File: src/rtl/systolic_pkg.sv
// Shared types and constants for the systolic array control path.
package systolic_pkg;

    localparam int unsigned SIZE_W_DEF    = 4;
    localparam int unsigned NUM_INSTR_DEF = 8;

    typedef enum logic [3:0] {
        IDLE,
        FETCH,
        LATCH,
        CLEAR,
        FEED,
        SETTLE,
        DRAIN,
        NEXT,
        DONE
    } seq_state_t;

    // Cycles the skewed wavefront needs to finish propagating through an NxN array.
    function automatic int unsigned settle_len(input int unsigned n);
        return (n == 0) ? 0 : (2 * n) - 2;
    endfunction

endpackage

File: src/rtl/systolic_sequencer_phase_counter.sv
// Shared phase counter: counts remaining cycles down and the phase index up.
module phase_counter #(
    parameter int unsigned CW = 5,
    parameter int unsigned IW = 4
) (
    input  logic          clk,
    input  logic          rst,
    input  logic          load,
    input  logic [CW-1:0] load_val,
    input  logic          dec,
    output logic [IW-1:0] idx,
    output logic          last
);

    logic [CW-1:0] rem;

    // Load restarts the phase; each enabled cycle consumes one step.
    always_ff @(posedge clk or posedge rst) begin
        if (rst) begin
            rem <= '0;
            idx <= '0;
        end else if (load) begin
            rem <= load_val;
            idx <= '0;
        end else if (dec) begin
            rem <= rem - CW'(1);
            idx <= idx + IW'(1);
        end
    end

    assign last = (rem == CW'(1));

endmodule

File: src/rtl/systolic_sequencer.sv
// Job sequencer: fetches matrix sizes and walks the array through
// clear, feed, settle and drain for each job.
module systolic_sequencer
    import systolic_pkg::*;
#(
    parameter int unsigned SIZE_W    = SIZE_W_DEF,
    parameter int unsigned NUM_INSTR = NUM_INSTR_DEF
) (
    input  logic                      clk,
    input  logic                      rst,
    input  logic                      start,
    input  logic                      abort,
    output logic                      imem_read,
    input  logic [SIZE_W-1:0]         imem_value,
    output logic                      acc_clear,
    output logic                      feed_en,
    output logic [SIZE_W-1:0]         feed_idx,
    output logic                      out_valid,
    input  logic                      out_ready,
    output logic [SIZE_W-1:0]         drain_idx,
    output logic [SIZE_W-1:0]         cur_n,
    output logic [$clog2(NUM_INSTR):0] job_count,
    output logic                      busy,
    output logic                      done
);

    localparam int unsigned CW = SIZE_W + 1;
    localparam int unsigned JW = $clog2(NUM_INSTR) + 1;

    seq_state_t    state;
    seq_state_t    nxt;
    logic          cnt_load;
    logic [CW-1:0] cnt_val;
    logic          cnt_dec;
    logic [SIZE_W-1:0] cnt_idx;
    logic          cnt_last;
    logic [JW-1:0] jc_inc;

    assign jc_inc = job_count + JW'(1);

    phase_counter #(
        .CW(CW),
        .IW(SIZE_W)
    ) u_phase (
        .clk     (clk),
        .rst     (rst),
        .load    (cnt_load),
        .load_val(cnt_val),
        .dec     (cnt_dec),
        .idx     (cnt_idx),
        .last    (cnt_last)
    );

    // Next-state decision and phase-counter reload on every phase entry.
    always_comb begin
        nxt      = state;
        cnt_load = 1'b0;
        cnt_val  = '0;
        cnt_dec  = 1'b0;
        case (state)
            IDLE:   if (start) nxt = FETCH;
            FETCH:  nxt = LATCH;
            LATCH:  nxt = (imem_value == '0) ? DONE : CLEAR;
            CLEAR: begin
                nxt      = FEED;
                cnt_load = 1'b1;
                cnt_val  = {1'b0, cur_n};
            end
            FEED: begin
                cnt_dec = 1'b1;
                if (cnt_last) begin
                    cnt_load = 1'b1;
                    if (cur_n == SIZE_W'(1)) begin
                        nxt     = DRAIN;
                        cnt_val = {1'b0, cur_n};
                    end else begin
                        nxt     = SETTLE;
                        cnt_val = CW'(settle_len(32'(cur_n)));
                    end
                end
            end
            SETTLE: begin
                cnt_dec = 1'b1;
                if (cnt_last) begin
                    nxt      = DRAIN;
                    cnt_load = 1'b1;
                    cnt_val  = {1'b0, cur_n};
                end
            end
            DRAIN: begin
                cnt_dec = out_ready;
                if (out_ready && cnt_last) nxt = NEXT;
            end
            NEXT:    nxt = (jc_inc == JW'(NUM_INSTR)) ? DONE : FETCH;
            DONE:    nxt = IDLE;
            default: nxt = IDLE;
        endcase
        if (abort && state != IDLE && state != DONE) nxt = IDLE;
    end

    // State, job bookkeeping and strobes registered from the next state.
    always_ff @(posedge clk or posedge rst) begin
        if (rst) begin
            state     <= IDLE;
            imem_read <= 1'b0;
            acc_clear <= 1'b0;
            feed_en   <= 1'b0;
            out_valid <= 1'b0;
            busy      <= 1'b0;
            done      <= 1'b0;
            cur_n     <= '0;
            job_count <= '0;
        end else begin
            state     <= nxt;
            imem_read <= (nxt == FETCH);
            acc_clear <= (nxt == CLEAR);
            feed_en   <= (nxt == FEED);
            out_valid <= (nxt == DRAIN);
            busy      <= (nxt != IDLE);
            done      <= (nxt == DONE);
            if (state == IDLE && start) job_count <= '0;
            if (state == LATCH) cur_n <= imem_value;
            if (state == NEXT && nxt != IDLE) job_count <= jc_inc;
        end
    end

    assign feed_idx  = (state == FEED)  ? cnt_idx : '0;
    assign drain_idx = (state == DRAIN) ? cnt_idx : '0;

endmodule

File: config.mk
export PLATFORM = sky130hd
export DESIGN_NAME = systolic_sequencer
export DESIGN_NICKNAME = d
export VERILOG_FILES = /design/src/rtl/systolic_pkg.sv /design/src/rtl/systolic_sequencer_phase_counter.sv /design/src/rtl/systolic_sequencer.sv
export SDC_FILE = /design/constraint.sdc
export NUM_CORES = 1
export LEC_CHECK = 0
export CAP_MARGIN = 20
export CORE_ASPECT_RATIO = 1.1
export CORE_MARGIN = 2
export CORE_UTILIZATION = 45
export CTS_BUF_LIST = sky130_fd_sc_hd__clkbuf_4
export DETAILED_ROUTE_END_ITERATION = 10
export GPL_ROUTABILITY_DRIVEN = 0
export MAX_ROUTING_LAYER = met4
export PLACE_DENSITY_LB_ADDON = 0.15
export SKIP_CTS_REPAIR_TIMING = 1
export SLEW_MARGIN = 30
export SYNTH_ARGS = -nofsm -noshare
export SYNTH_HDL_FRONTEND = slang
export SYNTH_SLANG_ARGS = --single-unit
File: constraint.sdc
create_clock -name clk -period 3.19 [get_ports clk]
set_input_delay 0.7975 -clock clk [delete_from_list [all_inputs] [get_ports clk]]
set_output_delay 0.7975 -clock clk [all_outputs]
set_load 0.03 [all_outputs]
Run 1, clock wires, drivers and flops:
Scale: 8 px per um.
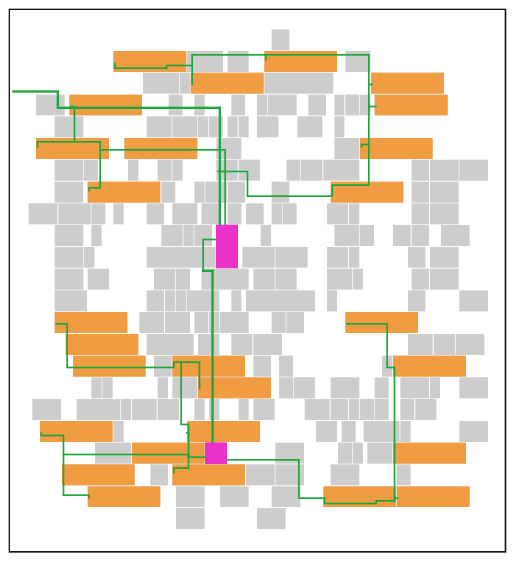
[flip-flops] orange | count: 27
[clock wires] green | length: 341 um
[cells driving clock nets] magenta | count: 3
flops lie	spread over the die

Run 1, track usage over the die:
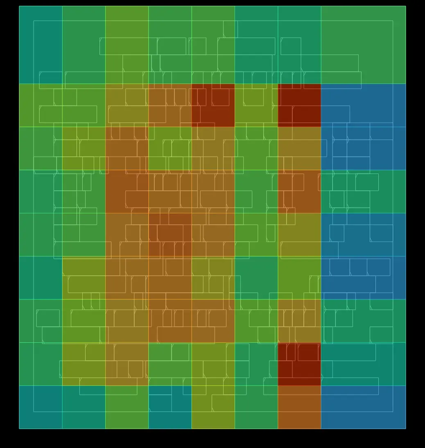
met1 capacity usage during global routing: 25.96%
global router's overall resource usage: 19.48%
met2 demand-to-capacity share in global routing: 30.79%

Run 1, sequential cells grouped by signal name:
Scale: 6 px per um. Other sequential cells in the stronger grey, the rest of the logic in the fainter grey.
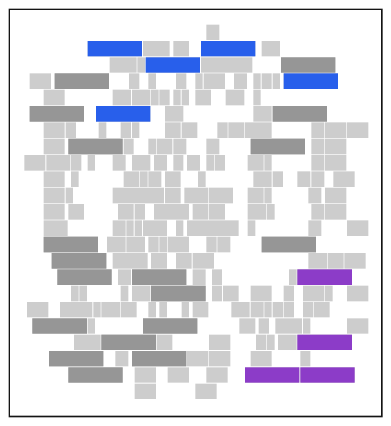
netlist name	colour	placed flops
job_count	purple	4
u_phase.rem	blue	5

==> qor.rpt, run 1 <==
==================================================================================
Outcome                                                               complete, no violations
Clock buffer depth                                                               2
Netlist area before placement                                         0.001657 mm2
Syn_nets                                                                       183
Global route overflow                                                            0
DIE WIDTH                                                                 61.85 um
Total design power                                                      0.001504 W
Headroom to the max-slew limit                                              68.15%
Top flip-flop cell by instance count after synthesis                  sky130_fd_sc_hd__dfrtp_1
Vias after detailed routing                                                   1385
Cell type of the slowest stage on the worst timing path               sky130_fd_sc_hd__clkdlybuf4s50_1
Yosys synthesis warning count                                                    0
Max-area cell share                                                         40.79%
Share of final-layout standard cells stronger than drive strength 1         11.88%
Leading cell category by total area                                   combinational gates
Crit path capture type                                                 output port
Average wire length per cell after detail routing                         14.12 um
TritonCTS clock tree                                                          done
Final routed wirelength across all metal layers                           3.558 mm
Number of flip-flops under the largest register name                             5
Area Growth Syn to Fin                                                      23.19%
Depth of the worst register-to-register path                                     7
Die height                                                                67.64 um
Top area cells in the synthesized netlist                             sky130_fd_sc_hd__dfrtp_1, sky130_fd_sc_hd__nor4b_4, sky130_fd_sc_hd__and2_1
Post-route met1 wirelength                                                1.690 mm
Critical path type                                                    flip-flop to output port
Group drawing the most power                                          combinational cells
Sequential portion of the cell area                                         33.11%
Average size of a mapped cell                                            9.745 um2
Reg2reg end                                                           u_phase.rem[3]
Crit Path Max Fanout                                                            13
FF+latch count                                                                  27
Number of global-route vias before repair                                     1360
Library cell occupying the most area in the post-synthesis netlist    sky130_fd_sc_hd__dfrtp_1
Clock Power Share                                                            10.5%
Minimum period implied by the final worst setup slack                      3047 ps
Layout Utilization                                                          56.73%
Clk_buf instances                                                                3
Post-Place Cells                                                               248
Number of primary I/O pins                                                      31
Crit path arrival time                                                     2250 ps
Cell area power density                                               737.0 mW/mm2
Wire length of the first global-routing pass                              5.968 mm
HPWL after detailed placement                                             2.681 mm
Flip-flops with a built-in enable                                                0
Commonest non-fill, non-tap cells in the layout                       sky130_fd_sc_hd__clkdlybuf4s50_1, sky130_fd_sc_hd__dfrtp_1, sky130_fd_sc_hd__nand2_1
Setup crit start kind                                                    flip-flop
Period utilization                                                          95.53%
Critical Path RT                                                           2390 ps
Non-filler cells in the finished layout                                        252
Clock buffers and inverters, area share                                     1.471%
Worst hold-check path type                                            flip-flop to flip-flop
Dominant comb cell                                                    simple AND/OR/NAND/NOR gates
Area of the core                                                      0.003597 mm2
Top cell excl fill/tap                                                sky130_fd_sc_hd__clkdlybuf4s50_1
Cell-internal power                                                    0.0008354 W
P_seq                                                                   0.000593 W
Sequential fraction of design power                                          39.4%
Levels on crit path                                                              3
Crit-path max cell delay                                                    660 ps
Cell-by-cell trace of the critical path                               nor4b_4 -> and2_1 -> clkdlybuf4s50_1
Async S/R FF share, synth                                                   100.0%
Setup total negative slack                                                    0 ps
Core Density at Floorplan                                                   46.05%
Seq. cell area                                                           675.6 um2
Cell types with the highest counts after synthesis                    sky130_fd_sc_hd__dfrtp_1, sky130_fd_sc_hd__nand2_1, sky130_fd_sc_hd__nor2_1
Final Setup Violations                                                           0
Number of cells traversed by the worst hold path                                 2
Proportion of synthesized chip area in sequential cells                     40.79%
Count of clock tree sinks                                                       27
Number of multi-input combinational cells in the layout                        127
Adder share                                                                 3.021%
Root Buffer                                                           sky130_fd_sc_hd__clkbuf_4
Count of input and output buffers                                               30
Detailed-routed wire length on met3                                         141 um
Detail-routed via count per cell                                             5.496
Place WS                                                                  512.4 ps
Drt first-iter violations                                                       47
Origin of the worst setup path                                            state[2]
Leakage dissipation                                                      0.8284 nW
Met3 track demand over resource                                             1.916%
Worst voltage drop across the vdd grid                                   0.4118 mV
Most used standard cell by instance count after synthesis             sky130_fd_sc_hd__dfrtp_1
Transition at the pin with the smallest max-transition slack              475.7 ps
Worst setup path endpoint                                              feed_idx[1]
Post-layout instance area                                             0.002041 mm2
Met2 WL                                                                   1.686 mm
Multi-input combinational area share                                        44.51%
Share of total power in combinational logic                                  50.1%
Slack of the worst reg-to-reg path                                         1080 ps
Antenna diode instance count                                                     0
Buf/Inv on CP                                                                    1
==================================================================================
Run 1, supply network:
Scale: 6 px per um. Pins as bars on the die edge.
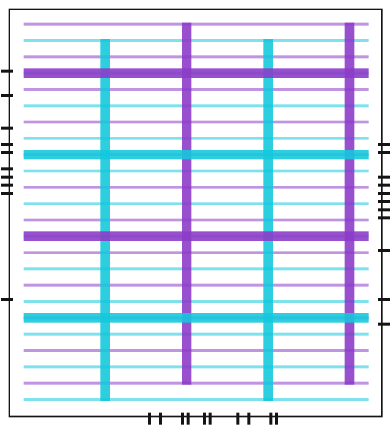

==> run 2, diff against run 1 <==
--- a/config.mk
+++ b/config.mk
@@ -8,7 +8,7 @@
 export CAP_MARGIN = 20
 export CORE_ASPECT_RATIO = 1.1
 export CORE_MARGIN = 2
-export CORE_UTILIZATION = 45
+export CORE_UTILIZATION = 55
 export CTS_BUF_LIST = sky130_fd_sc_hd__clkbuf_4
 export DETAILED_ROUTE_END_ITERATION = 10
 export GPL_ROUTABILITY_DRIVEN = 0
Run 2, supply network:
Scale: 6 px per um. Pins as bars on the die edge.
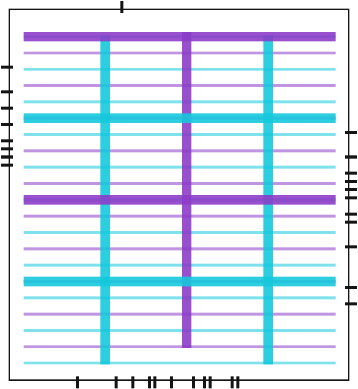
net	colour
VDD	purple
VSS	cyan
signal pins	31
met4 straps	3
rows	20

Run 2, cell classes on the final placement:
Scale: 8 px per um. Fill, decap, tap and diode cells in grey.
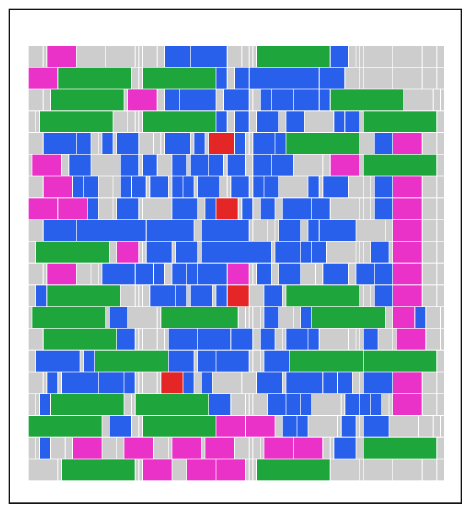
class	colour	cells	share of their area
clock drivers and dummy loads	red	4	1.6%
flip-flops	green	27	34%
other buffers and delay cells	magenta	33	16%
all other logic	blue	138	48%

==> run 2 against run 1 <==
  * Sequential share of layout area up 0.37 points
  * Power rose by 0.30%
  * Clock skew increased by 4.5 ps
  * Via count shrank 0.65%
  * Maximum frequency is 0.60% higher
  * Count of clock-buffer cells in the layout stayed put
  * Cell count decreased by 6.7%
  * Synthesized area is the same
  * Critical path depth up 1
  * Combinational power about the same
  * Design area down 0.92%
  * Global-route usage rose by 2.0 points
  * Largest power group unchanged
==> qor.rpt, run 2 <==
======================================================================================================
Headroom to the max-slew limit                                                                  67.69%   -0.46 points
Library cell occupying the most area in the post-synthesis netlist                        sky130_fd_sc_hd__dfrtp_1
Antenna diode instance count                                                                         0   unchanged
Post-layout instance area                                                                 0.002022 mm2   -0.92%
Unrepaired setup endpoints after global routing                                                  false
Post-synthesis instance total                                                                      170
Clock buffer depth                                                                                   2   unchanged
Crit path arrival time                                                                         2230 ps   -20 ps
Cell-internal power                                                                        0.0008390 W   +0.44%
Max-area cell share                                                                             40.79%   unchanged
Setup total negative slack                                                                        0 ps   unchanged
Wire length of the first global-routing pass                                                  5.526 mm   -7.4%
Multi-input combinational area share                                                            44.93%   +0.41 points
Total design power                                                                          0.001509 W   +0.30%
Remaining design rule violation count                                                                0
Area Growth Syn to Fin                                                                          22.05%
Clock buffers and inverters, area share                                                         1.547%   +0.076 points
Root Buffer                                                                               sky130_fd_sc_hd__clkbuf_4
Leading cell category by total area                                                       combinational gates
Placement Cell Area                                                                       0.001989 mm2
Number of multi-input combinational cells in the layout                                            127   unchanged
Share of total power in combinational logic                                                      49.8%   -0.3 points
Area of combinational cells with multiple inputs                                             908.4 um2
Number of cells traversed by the worst hold path                                                     2   unchanged
Number of flip-flops under the largest register name                                                 5   unchanged
Worst setup path endpoint                                                                 drain_idx[2]
Number of OpenROAD warnings                                                                         27
Async S/R FF share, synth                                                                       100.0%   unchanged
Yosys synthesis warning count                                                                        0   unchanged
Period utilization                                                                              94.95%   -0.57 points
HPWL after detailed placement                                                                 2.605 mm   -2.8%
Outcome                                                                                   complete, no violations
Die height                                                                                    61.56 um   -9.0%
Final Setup Violations                                                                               0   unchanged
Most used standard cell by instance count after synthesis                                 sky130_fd_sc_hd__dfrtp_1
Slack of the worst reg-to-reg path                                                             1100 ps   +20 ps
Count of plain and timing-repair buffers                                                            33
Met2 WL                                                                                       1.700 mm   +0.83%
Origin of the worst setup path                                                                state[3]
Non-clk invs                                                                                        11
Netlist area before placement                                                             0.001657 mm2   unchanged
Vias after detailed routing                                                                       1376   -0.65%
Fraction of power spent switching nets                                                          44.38%
Cell area power density                                                                   746.1 mW/mm2   +1.2%
Core Density at Floorplan                                                                       58.58%   +13 points
Setup slack of the critical path after layout                                                 160.9 ps
Met1 capacity usage during global routing                                                       27.25%   +1.3 points
Place WS                                                                                      486.8 ps   -25.53 ps
Non-filler cells in the finished layout                                                            235   -6.7%
Critical path type                                                                        flip-flop to output port
Crit Path Max Fanout                                                                                 7   -6
Number of standard-cell rows in the floorplan                                                       20
Setup crit start kind                                                                        flip-flop
Met3 track demand over resource                                                                 3.782%   +1.9 points
Commonest non-fill, non-tap cells in the layout                                           sky130_fd_sc_hd__clkdlybuf4s50_1, sky130_fd_sc_hd__dfrtp_1, sky130_fd_sc_hd__nand2_1
Post-route antenna net violation count                                                               0
Crit path capture type                                                                     output port
Group drawing the most power                                                              combinational cells
Most heavily used metal layer in global routing                                                   met2
Number of buffers created by CTS                                                                     3
Post-Place Cells                                                                                   231   -6.9%
Count of input and output buffers                                                                   30   unchanged
Detail-routed via count per cell                                                                 5.855   +6.5%
Depth of the worst register-to-register path                                                         7   unchanged
Worst voltage drop across the vdd grid                                                       0.5185 mV   +26%
Cell type of the slowest stage on the worst timing path                                   sky130_fd_sc_hd__clkdlybuf4s50_1
Met2 demand-to-capacity share in global routing                                                 34.96%   +4.2 points
Clock transition at the register clock pins on the worst setup and hold paths after CTS         160 ps
Levels on crit path                                                                                  4   +1
Share of final-layout standard cells stronger than drive strength 1                             12.38%   +0.50 points
Leakage dissipation                                                                          0.8312 nW   +0.34%
Dominant comb cell                                                                        simple AND/OR/NAND/NOR gates
Clk_buf instances                                                                                    3   unchanged
Global route overflow                                                                                0   unchanged
Proportion of synthesized chip area in sequential cells                                         40.79%   unchanged
Number of distinct library cells after synthesis                                                    55
Post-synthesis compound-gate area fraction                                                      19.86%
Final routed wirelength across all metal layers                                               3.489 mm   -1.9%
P_seq                                                                                       0.000595 W   about the same
Global router's overall resource usage                                                          21.52%   +2.0 points
Clock Power                                                                                 0.000161 W
Sequential portion of the cell area                                                             33.48%   +0.37 points
Minimum period implied by the final worst setup slack                                          3029 ps   -18.24 ps
Number of primary I/O pins                                                                          31   unchanged
Adder share                                                                                     3.021%   unchanged
Average size of a mapped cell                                                                9.745 um2   unchanged
Dominant delay contributor by cell family on the critical path                            simple AND/OR/NAND/NOR gates
Layout Utilization                                                                              71.50%   +15 points
Flip-flops with a built-in enable                                                                    0   unchanged
Detailed-routed wire length on met3                                                             136 um   -3.5%
Syn_nets                                                                                           183   unchanged
Buf/Inv on CP                                                                                        1   unchanged
Register ranked first by flip-flop count                                                   u_phase.rem
Drt first-iter violations                                                                           29   -38%
Maximum number of pins on one net before global-route repair                                        28
Area of the core                                                                          0.002828 mm2   -21%
Top area cells in the synthesized netlist                                                 sky130_fd_sc_hd__dfrtp_1, sky130_fd_sc_hd__nor4b_4, sky130_fd_sc_hd__and2_1
Post-route met1 wirelength                                                                    1.629 mm   -3.6%
Number of global-route vias before repair                                                         1215   -11%
Crit-path max cell delay                                                                        670 ps   about the same
FF+latch count                                                                                      27   unchanged
TritonCTS clock tree                                                                              done
Minimum hold slack                                                                            531.9 ps
Top flip-flop cell by instance count after synthesis                                      sky130_fd_sc_hd__dfrtp_1
Startpoint of the worst-slack reg-to-reg timing path                                      u_phase.rem[1]
Average wire length per cell after detail routing                                             14.85 um   +5.2%
Reg2reg end                                                                               u_phase.rem[3]
Highest clock rate                                                                           330.1 MHz
Cell-by-cell trace of the critical path                                                   nand3b_1 -> nor2_1 -> and2_1 -> clkdlybuf4s50_1
Non-clock buffer area fraction after layout                                                     15.97%
DIE WIDTH                                                                                     56.33 um   -8.9%
Power in combinational cells                                                                0.000752 W
Cell types with the highest counts after synthesis                                        sky130_fd_sc_hd__dfrtp_1, sky130_fd_sc_hd__nand2_1, sky130_fd_sc_hd__nor2_1
Critical Path RT                                                                               2390 ps   about the same
Count of clock tree sinks                                                                           27   unchanged
Transition at the pin with the smallest max-transition slack                                  482.5 ps   +6.819 ps
Clock Power Share                                                                                10.7%   +0.2 points
Worst hold-check path type                                                                flip-flop to flip-flop
Top cell excl fill/tap                                                                    sky130_fd_sc_hd__clkdlybuf4s50_1
Area fraction in xor and xnor cells                                                             2.115%
Seq. cell area                                                                               676.9 um2   +0.19%
Sequential fraction of design power                                                              39.5%   about the same
======================================================================================================
Power and IR drop assume default switching activity.
